## config.mk

```make
export PLATFORM = sky130hd
export DESIGN_NAME = instruction_slot_controller
export DESIGN_NICKNAME = d
export VERILOG_FILES = /design/src/rtl/instruction_slot_controller_pkg.sv /design/src/rtl/instruction_slot_controller_ecr_dep_checker.sv /design/src/rtl/instruction_slot_controller.sv
export SDC_FILE = /design/constraint.sdc
export NUM_CORES = 1
export LEC_CHECK = 0
export CAP_MARGIN = 20
export CORE_AREA = 5 5 181 183
export CTS_BUF_LIST = sky130_fd_sc_hd__clkbuf_2 sky130_fd_sc_hd__clkbuf_4 sky130_fd_sc_hd__clkbuf_8
export DETAILED_ROUTE_END_ITERATION = 16
export DIE_AREA = 0 0 186 188
export PLACE_DENSITY_LB_ADDON = 0.05
export SLEW_MARGIN = 0
export SYNTH_ARGS = -nofsm -noshare
export SYNTH_HDL_FRONTEND = slang
export SYNTH_SLANG_ARGS = --single-unit
```

## constraint.sdc

```tcl
create_clock -name clk -period 3.9 [get_ports clk]
set_input_delay 0.78 -clock clk [delete_from_list [all_inputs] [get_ports clk]]
set_output_delay 0.78 -clock clk [all_outputs]
set_load 0.05 [all_outputs]
```

## src/rtl/instruction_slot_controller_pkg.sv

```systemverilog
// Shared types for the instruction slot controllers: packets, RF/ALU/MEM
// bundles, ECR encodings and the slot state enum.
package instruction_slot_controller_pkg;

    localparam int PKG_NUM_PHY_REGS = 64;
    localparam int PKG_PR_W         = $clog2(PKG_NUM_PHY_REGS);
    localparam int PKG_ID_WIDTH     = 4;
    localparam int PKG_NUM_ECRS     = 4;
    localparam int PKG_ECR_AW       = (PKG_NUM_ECRS > 1) ? $clog2(PKG_NUM_ECRS) : 1;

    localparam logic [1:0] ECR_BUSY      = 2'b00;
    localparam logic [1:0] ECR_CORRECT   = 2'b01;
    localparam logic [1:0] ECR_INCORRECT = 2'b10;

    localparam logic [3:0] ALU_ADD = 4'd0;
    localparam logic [3:0] ALU_SUB = 4'd1;

    typedef enum logic [2:0] {
        S_IDLE,
        S_LOCK,
        S_READ,
        S_WAIT_ECR,
        S_MEM,
        S_COMMIT,
        S_RELEASE
    } sic_state_t;

    typedef struct packed {
        logic        use_alu;
        logic        use_rs;
        logic        use_rt;
        logic        reg_write;
        logic        mem_read;
        logic        mem_write;
        logic        write_ecr;
        logic        is_jr;
        logic [3:0]  alu_op;
        logic [15:0] imm;
    } sic2_info_t;

    typedef struct packed {
        logic                    valid;
        logic [PKG_ID_WIDTH-1:0] issue_id;
        logic [31:0]             pc;
        logic [PKG_PR_W-1:0]     phy_rs;
        logic [PKG_PR_W-1:0]     phy_rt;
        logic [PKG_PR_W-1:0]     phy_dst;
        logic [PKG_NUM_ECRS-1:0] dep_ecr_mask;
        logic [PKG_ECR_AW-1:0]   set_ecr_id;
        logic                    pred_taken;
        sic2_info_t              info;
    } sic2_packet_t;

    typedef struct packed {
        logic [PKG_PR_W-1:0] rs;
        logic [PKG_PR_W-1:0] rt;
        logic [PKG_PR_W-1:0] waddr;
        logic                wcommit;
        logic [31:0]         wdata;
    } reg_req_t;

    typedef struct packed {
        logic        rs_valid;
        logic        rt_valid;
        logic [31:0] rs_data;
        logic [31:0] rt_data;
    } reg_ans_t;

    typedef struct packed {
        logic req;
        logic release_lock;
    } pool_rpl_t;

    typedef struct packed {
        logic [31:0] addr;
        logic [31:0] wdata;
        logic        wen;
    } mem_req_t;

    typedef struct packed {
        logic [3:0]  op;
        logic [31:0] a;
        logic [31:0] b;
    } alu_req_t;

    typedef struct packed {
        logic [31:0] result;
        logic        zero;
    } alu_ans_t;

    function automatic logic [31:0] sext16(input logic [15:0] v);
        return {{16{v[15]}}, v};
    endfunction

endpackage

```

## src/rtl/instruction_slot_controller_ecr_dep_checker.sv

```systemverilog
// Combinational ECR dependency check shared by all slots: reduces the
// masked ECR states to all-correct and any-incorrect flags.
module ecr_dep_checker
    import instruction_slot_controller_pkg::*;
#(
    parameter int NUM_ECRS = PKG_NUM_ECRS
) (
    input  logic [NUM_ECRS-1:0]   mask,
    input  logic [2*NUM_ECRS-1:0] ecr_state,
    output logic                  all_correct,
    output logic                  any_incorrect
);

    always_comb begin
        all_correct   = 1'b1;
        any_incorrect = 1'b0;
        for (int i = 0; i < NUM_ECRS; i++) begin
            if (mask[i] && ecr_state[2*i +: 2] != ECR_CORRECT)
                all_correct = 1'b0;
            if (mask[i] && ecr_state[2*i +: 2] == ECR_INCORRECT)
                any_incorrect = 1'b1;
        end
    end

endmodule

```

## src/rtl/instruction_slot_controller.sv

```systemverilog
// One issue slot: holds a packet, locks pools, reads operands, waits on
// ECR dependencies and then commits, writes memory or resolves a branch.
module instruction_slot_controller
    import instruction_slot_controller_pkg::*;
#(
    parameter int SIC_ID       = 0,
    parameter int NUM_PHY_REGS = PKG_NUM_PHY_REGS,
    parameter int ID_WIDTH     = PKG_ID_WIDTH,
    parameter int NUM_ECRS     = PKG_NUM_ECRS,
    parameter int MEM_TIMEOUT  = 8,
    localparam int ECR_AW      = (NUM_ECRS > 1) ? $clog2(NUM_ECRS) : 1
) (
    input  logic                  clk,
    input  logic                  rst_n,
    output logic                  req_instr,
    input  sic2_packet_t          packet_in,
    output reg_req_t              reg_req,
    input  reg_ans_t              reg_ans,
    output pool_rpl_t             mem_rpl,
    output mem_req_t              mem_req,
    input  logic [31:0]           mem_rdata,
    input  logic                  mem_grant,
    output pool_rpl_t             alu_rpl,
    output alu_req_t              alu_req,
    input  alu_ans_t              alu_ans,
    input  logic                  alu_grant,
    input  logic [2*NUM_ECRS-1:0] ecr_state,
    output logic                  ecr_wen,
    output logic [ECR_AW-1:0]     ecr_waddr,
    output logic [1:0]            ecr_wdata,
    input  logic                  flush,
    output logic                  pc_redirect_valid,
    output logic [31:0]           pc_redirect_pc,
    output logic [ID_WIDTH-1:0]   pc_redirect_issue_id,
    output logic [7:0]            mem_retry_cnt
);

    localparam int CNT_W = $clog2(MEM_TIMEOUT + 1);

    sic_state_t   state, state_n;
    sic2_packet_t pkt_q;
    sic2_info_t   info;
    logic [31:0]  rs_q, rt_q, addr_q;
    logic         alu_held;
    logic [CNT_W-1:0] mem_cnt;

    logic held, busy, abort, mem_op, ops_ready;
    logic backoff, mem_on, granted;
    logic commit_alu, commit_mem, commit_ecr, commit_jr;
    logic all_correct, any_incorrect;

    assign info = pkt_q.info;

    ecr_dep_checker #(
        .NUM_ECRS (NUM_ECRS)
    ) u_dep (
        .mask          (pkt_q.dep_ecr_mask),
        .ecr_state     (ecr_state),
        .all_correct   (all_correct),
        .any_incorrect (any_incorrect)
    );

    always_comb begin
        held       = state != S_IDLE;
        busy       = held && state != S_RELEASE;
        abort      = busy && (flush || any_incorrect);
        mem_op     = info.mem_read || info.mem_write;
        ops_ready  = (!info.use_rs  || reg_ans.rs_valid)
                  && (!info.use_rt  || reg_ans.rt_valid)
                  && (!info.use_alu || alu_grant || alu_held);
        backoff    = mem_cnt == CNT_W'(MEM_TIMEOUT);
        mem_on     = state == S_MEM && !backoff;
        granted    = mem_on && mem_grant;
        commit_alu = state == S_COMMIT && info.reg_write && !mem_op && !abort;
        commit_mem = granted && info.mem_read && info.reg_write && !abort;
        commit_ecr = state == S_COMMIT && info.write_ecr && !abort;
        commit_jr  = state == S_COMMIT && info.is_jr && !abort;
    end

    always_comb begin
        state_n = state;
        unique case (state)
            S_IDLE:     if (packet_in.valid && !flush) state_n = S_LOCK;
            S_LOCK:     if (ops_ready) state_n = S_READ;
            S_READ:     state_n = S_WAIT_ECR;
            S_WAIT_ECR: if (all_correct) state_n = mem_op ? S_MEM : S_COMMIT;
            S_MEM:      if (granted) state_n = S_RELEASE;
            S_COMMIT:   state_n = S_RELEASE;
            S_RELEASE:  state_n = S_IDLE;
        endcase
        if (abort)
            state_n = S_RELEASE;
    end

    // Reset also masks req_instr so every output reads 0 under reset.
    always_comb begin
        req_instr = rst_n && state == S_IDLE;

        reg_req         = '0;
        reg_req.rs      = (held && info.use_rs) ? pkt_q.phy_rs : '0;
        reg_req.rt      = (held && info.use_rt) ? pkt_q.phy_rt : '0;
        reg_req.waddr   = (held && info.reg_write) ? pkt_q.phy_dst : '0;
        reg_req.wcommit = commit_alu || commit_mem;
        if (commit_mem)
            reg_req.wdata = mem_rdata;
        else if (commit_alu)
            reg_req.wdata = alu_ans.result;

        alu_rpl              = '0;
        alu_rpl.req          = state == S_LOCK && info.use_alu && !alu_held;
        alu_rpl.release_lock = state == S_RELEASE && alu_held;

        alu_req = '0;
        if (alu_held) begin
            alu_req.op = info.alu_op;
            alu_req.a  = rs_q;
            alu_req.b  = rt_q;
        end

        mem_rpl              = '0;
        mem_rpl.req          = mem_on;
        mem_rpl.release_lock = granted;

        mem_req = '0;
        if (state == S_MEM) begin
            mem_req.addr  = addr_q;
            mem_req.wdata = rt_q;
        end
        mem_req.wen = granted && info.mem_write && !abort;
    end

    always_ff @(posedge clk) begin
        if (!rst_n) begin
            state                <= S_IDLE;
            pkt_q                <= '0;
            rs_q                 <= '0;
            rt_q                 <= '0;
            addr_q               <= '0;
            alu_held             <= 1'b0;
            mem_cnt              <= '0;
            mem_retry_cnt        <= '0;
            ecr_wen              <= 1'b0;
            ecr_waddr            <= '0;
            ecr_wdata            <= '0;
            pc_redirect_valid    <= 1'b0;
            pc_redirect_pc       <= '0;
            pc_redirect_issue_id <= '0;
        end else begin
            state <= state_n;
            if (state == S_IDLE && packet_in.valid && !flush)
                pkt_q <= packet_in;
            if (state == S_READ) begin
                rs_q   <= reg_ans.rs_data;
                rt_q   <= reg_ans.rt_data;
                addr_q <= reg_ans.rs_data + sext16(info.imm);
            end
            if (state == S_RELEASE)
                alu_held <= 1'b0;
            else if (state == S_LOCK && info.use_alu && alu_grant)
                alu_held <= 1'b1;
            // Count only ungranted requesting cycles; the back-off cycle clears.
            if (state != S_MEM || backoff)
                mem_cnt <= '0;
            else if (!mem_grant)
                mem_cnt <= mem_cnt + 1'b1;
            if (state == S_MEM && backoff && mem_retry_cnt != 8'hFF)
                mem_retry_cnt <= mem_retry_cnt + 8'd1;
            ecr_wen   <= commit_ecr;
            ecr_waddr <= commit_ecr ? ECR_AW'(pkt_q.set_ecr_id) : '0;
            if (!commit_ecr)
                ecr_wdata <= '0;
            else if (alu_ans.zero == pkt_q.pred_taken)
                ecr_wdata <= ECR_CORRECT;
            else
                ecr_wdata <= ECR_INCORRECT;
            pc_redirect_valid    <= commit_jr;
            pc_redirect_pc       <= commit_jr ? rs_q : '0;
            pc_redirect_issue_id <= commit_jr ? ID_WIDTH'(pkt_q.issue_id) : '0;
        end
    end

endmodule

```

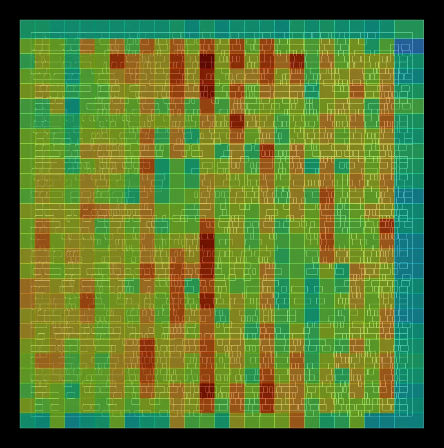
Fig. 1. Track usage over the die (run 1).
average wire per cell in the routed design: 18.33 um
GR Layer Usage met3: 0.06848

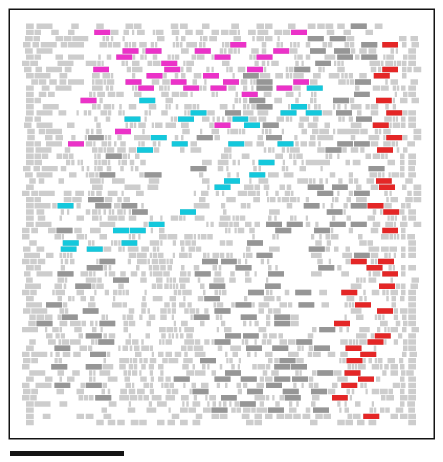
Fig. 2. Register map, names as in the netlist (run 1).
The bar under the picture is 50 um long. Other sequential cells in the stronger gray, the rest of the logic in the fainter gray.
pkt_q -> magenta  # placed flops 29
rt_q -> red  # placed flops 32, where a vertical strip on the right
info -> cyan  # placed flops 28

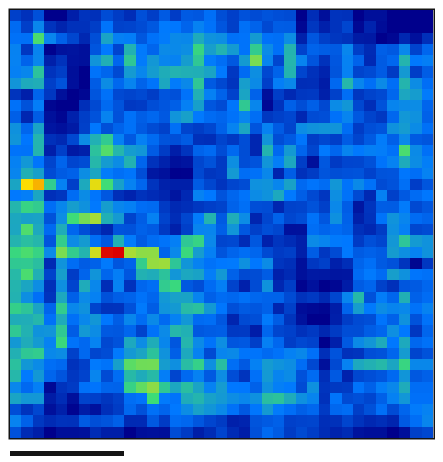
Fig. 3. Routed metal per tile (run 1).
The bar under the picture is 50 um long. 37 x 38 tiles, from dark blue (low) to red (high), scaled to the fullest tile. Values are wire area over tile area, all layers added.
mean over tiles = 0.19
fullest tile = 0.86
nearly empty tiles = 3.0%
densest ninth of the die = west
tiles over half the peak = 2.1%

-- run 1: sequential cells by signal, summed over array words and instances, names as in the netlist, 3 cells and up --
register,cells
pc_redirect_pc,32
state,3
addr_q,32
pc_redirect_issue_id,4
mem_retry_cnt,8
mem_cnt,4
pkt_q,29
rs_q,32
rt_q,32
info,28
-- run 1: timing repair --
item / CTS / global route
buffers inserted: 0 / 1
setup endpoints to repair: 10 / 58
pin swaps: 0 / 1
gates resized: 10 / 3
-- run 1: cell type report --
| class | instances | area (um^2) | area share |
|---|---|---|---|
| well taps | 402 | 503.0 | 0.03078 |
| clock inverters | 4 | 52.55 | 0.003216 |
| multi-input cells | 993 | 5675 | 0.3473 |
| inverters | 17 | 66.31 | 0.004058 |
| diodes | 5 | 12.51 | 0.0007656 |
| repair buffers | 468 | 4987 | 0.3052 |
| clock buffers | 65 | 819.5 | 0.05015 |
| flip-flops and latches | 211 | 4225 | 0.2586 |
-- run 1: layout by cell type (no fill, tap or decap), types with 5 or more instances in the layout --
cell,Yosys,routed
sky130_fd_sc_hd__dlygate4sd2_1,0,10
sky130_fd_sc_hd__nor2b_1,7,7
sky130_fd_sc_hd__clkbuf_4,0,12
sky130_fd_sc_hd__xor2_1,20,20
sky130_fd_sc_hd__nand3_1,12,11
sky130_fd_sc_hd__a31oi_1,10,10
sky130_fd_sc_hd__diode_2,0,5
sky130_fd_sc_hd__a22o_1,33,33
sky130_fd_sc_hd__clkdlybuf4s50_1,0,392
sky130_fd_sc_hd__dfxtp_1,211,210
sky130_fd_sc_hd__and2_1,137,137
sky130_fd_sc_hd__a21o_1,16,16
sky130_fd_sc_hd__nand4_1,9,9
sky130_fd_sc_hd__o21ai_0,31,31
sky130_fd_sc_hd__a21oi_1,161,161
sky130_fd_sc_hd__xnor2_1,15,15
sky130_fd_sc_hd__and3_1,66,65
sky130_fd_sc_hd__nor2_1,51,47
sky130_fd_sc_hd__a211oi_1,11,11
sky130_fd_sc_hd__buf_12,0,36
sky130_fd_sc_hd__buf_4,3,27
sky130_fd_sc_hd__clkbuf_8,3,53
sky130_fd_sc_hd__o21a_1,5,5
sky130_fd_sc_hd__inv_1,16,16
sky130_fd_sc_hd__nand2_1,303,301
sky130_fd_sc_hd__ha_1,34,34
-- run 1: metal layers --
metal  wire, um  part of all wire  vias up  track usage
met5         67            0.0017        -            0
met4        742             0.019       10      0.05493
met3       3419             0.086       61      0.06848
met2      20110              0.51      380       0.3854
met1      15340              0.39     4838       0.2386
li1           -                 -     5292            -
-- run 1: critical path, cell delays in order, from the launching register on --
cell and delay, ns:
sky130_fd_sc_hd__dfxtp_1 0.60, sky130_fd_sc_hd__nand2_1 0.26, sky130_fd_sc_hd__nor2_4 0.25, sky130_fd_sc_hd__buf_12 0.23, sky130_fd_sc_hd__and2_1 0.19, sky130_fd_sc_hd__clkdlybuf4s50_1 0.81
-- run 1: path summary, 6_finish.rpt --
| path | from | endpoint | slack (ns) | cells after the start |
|---|---|---|---|---|
| min reg2reg | addr_q[11] | addr_q[11] | 0.45 | 2 |
| max | state[2] | mem_req[52] | 0.26 | 5 |
| min | addr_q[11] | addr_q[11] | 0.45 | 2 |
| max reg2reg | info[15] | addr_q[31] | 0.93 | 9 |
==> run_results.csv <==
group,metric,value,unit
pwr,net_switching_fraction_of_the_power,0.3606,
final_timing,whs,0.4465,ns
clock_tree,clock_insertion_delay_worst_skew,0.53,ns
pwr,power.group.top,"registers",
yosys,top_logic_kind,"simple AND/OR/NAND/NOR gates",
global_routing,via_count_of_the_first_global_routing_pass,10400,
final_timing,timing.clock.skew,0.01967,ns
final_timing,min_period_over_period,0.9332,
yosys,post_synth_instance_area,10330,um^2
global_routing,antenna_found_initial,9,
placed_design,dp_slack,0.008252,ns
yosys,mapped_nets,1583,
detailed_routing,viasPerCell,4.887,
pwr,design_power_total,7.365,mW
outcome,outcome,"completed",
clock_tree,cts.root.buffer_cell,"sky130_fd_sc_hd__clkbuf_8",
clock_tree,cts-root-to-sink-buffers,3,
floorplan,die_area,34970,um^2
global_routing,grt_start_max_net_pins,123,
final_timing,final.setup.tns,0,ns
final_timing,slew_violations,0,
critical_path,critPathLaunchType,"flip-flop",
pwr,pwr-share-seq,0.363,
detailed_routing,drt_drc_violations_left,0,
yosys,syn-mean-instance-area,7.865,um^2
final_timing,grt_setup_unrepaired,"no",
global_routing,global_route.usage.total,0.2127,
clock_tree,cts_hold_repair.buffers,0,
pwr,share_comb_of_total_power,0.320,
yosys,simple_gate_area_share,0.2870,
cells_and_area,final-instance-count-excl-fill,2165,
final_timing,worst_pin_slew,0.7218,ns
yosys,flop_cell,"sky130_fd_sc_hd__dfxtp_1",
global_routing,global_route_wire_length_before_repair,58970,um
yosys,numSynthFlops,211,
yosys,synth-area-yosys,10330,um^2
yosys,netlist_top_cells_area,"sky130_fd_sc_hd__dfxtp_1 (41%), sky130_fd_sc_hd__nand2_1 (11%), sky130_fd_sc_hd__and2_1 (8.3%)",
detailed_routing,num_vias,10580,
yosys,yosys.cell_types.count,67,
pwr,power_density,450.7,nW/um^2
floorplan,core-area,31070,um^2
cells_and_area,fin_util,0.5260,
cells_and_area,syn_to_final_growth,58.12,%
pwr,seq_power,2.67,mW
yosys,synthTopCellsByCount,"sky130_fd_sc_hd__nand2_1 (303), sky130_fd_sc_hd__dfxtp_1 (211), sky130_fd_sc_hd__a21oi_1 (161)",
placed_design,count_of_port_buffers_added_during_placement,440,
final_timing,maxClockFrequency,274.8,MHz
yosys,number_of_enable_flip_flop_cells,0,
yosys,synth_warn,0,
Power is estimated from default activity; no workload was simulated.
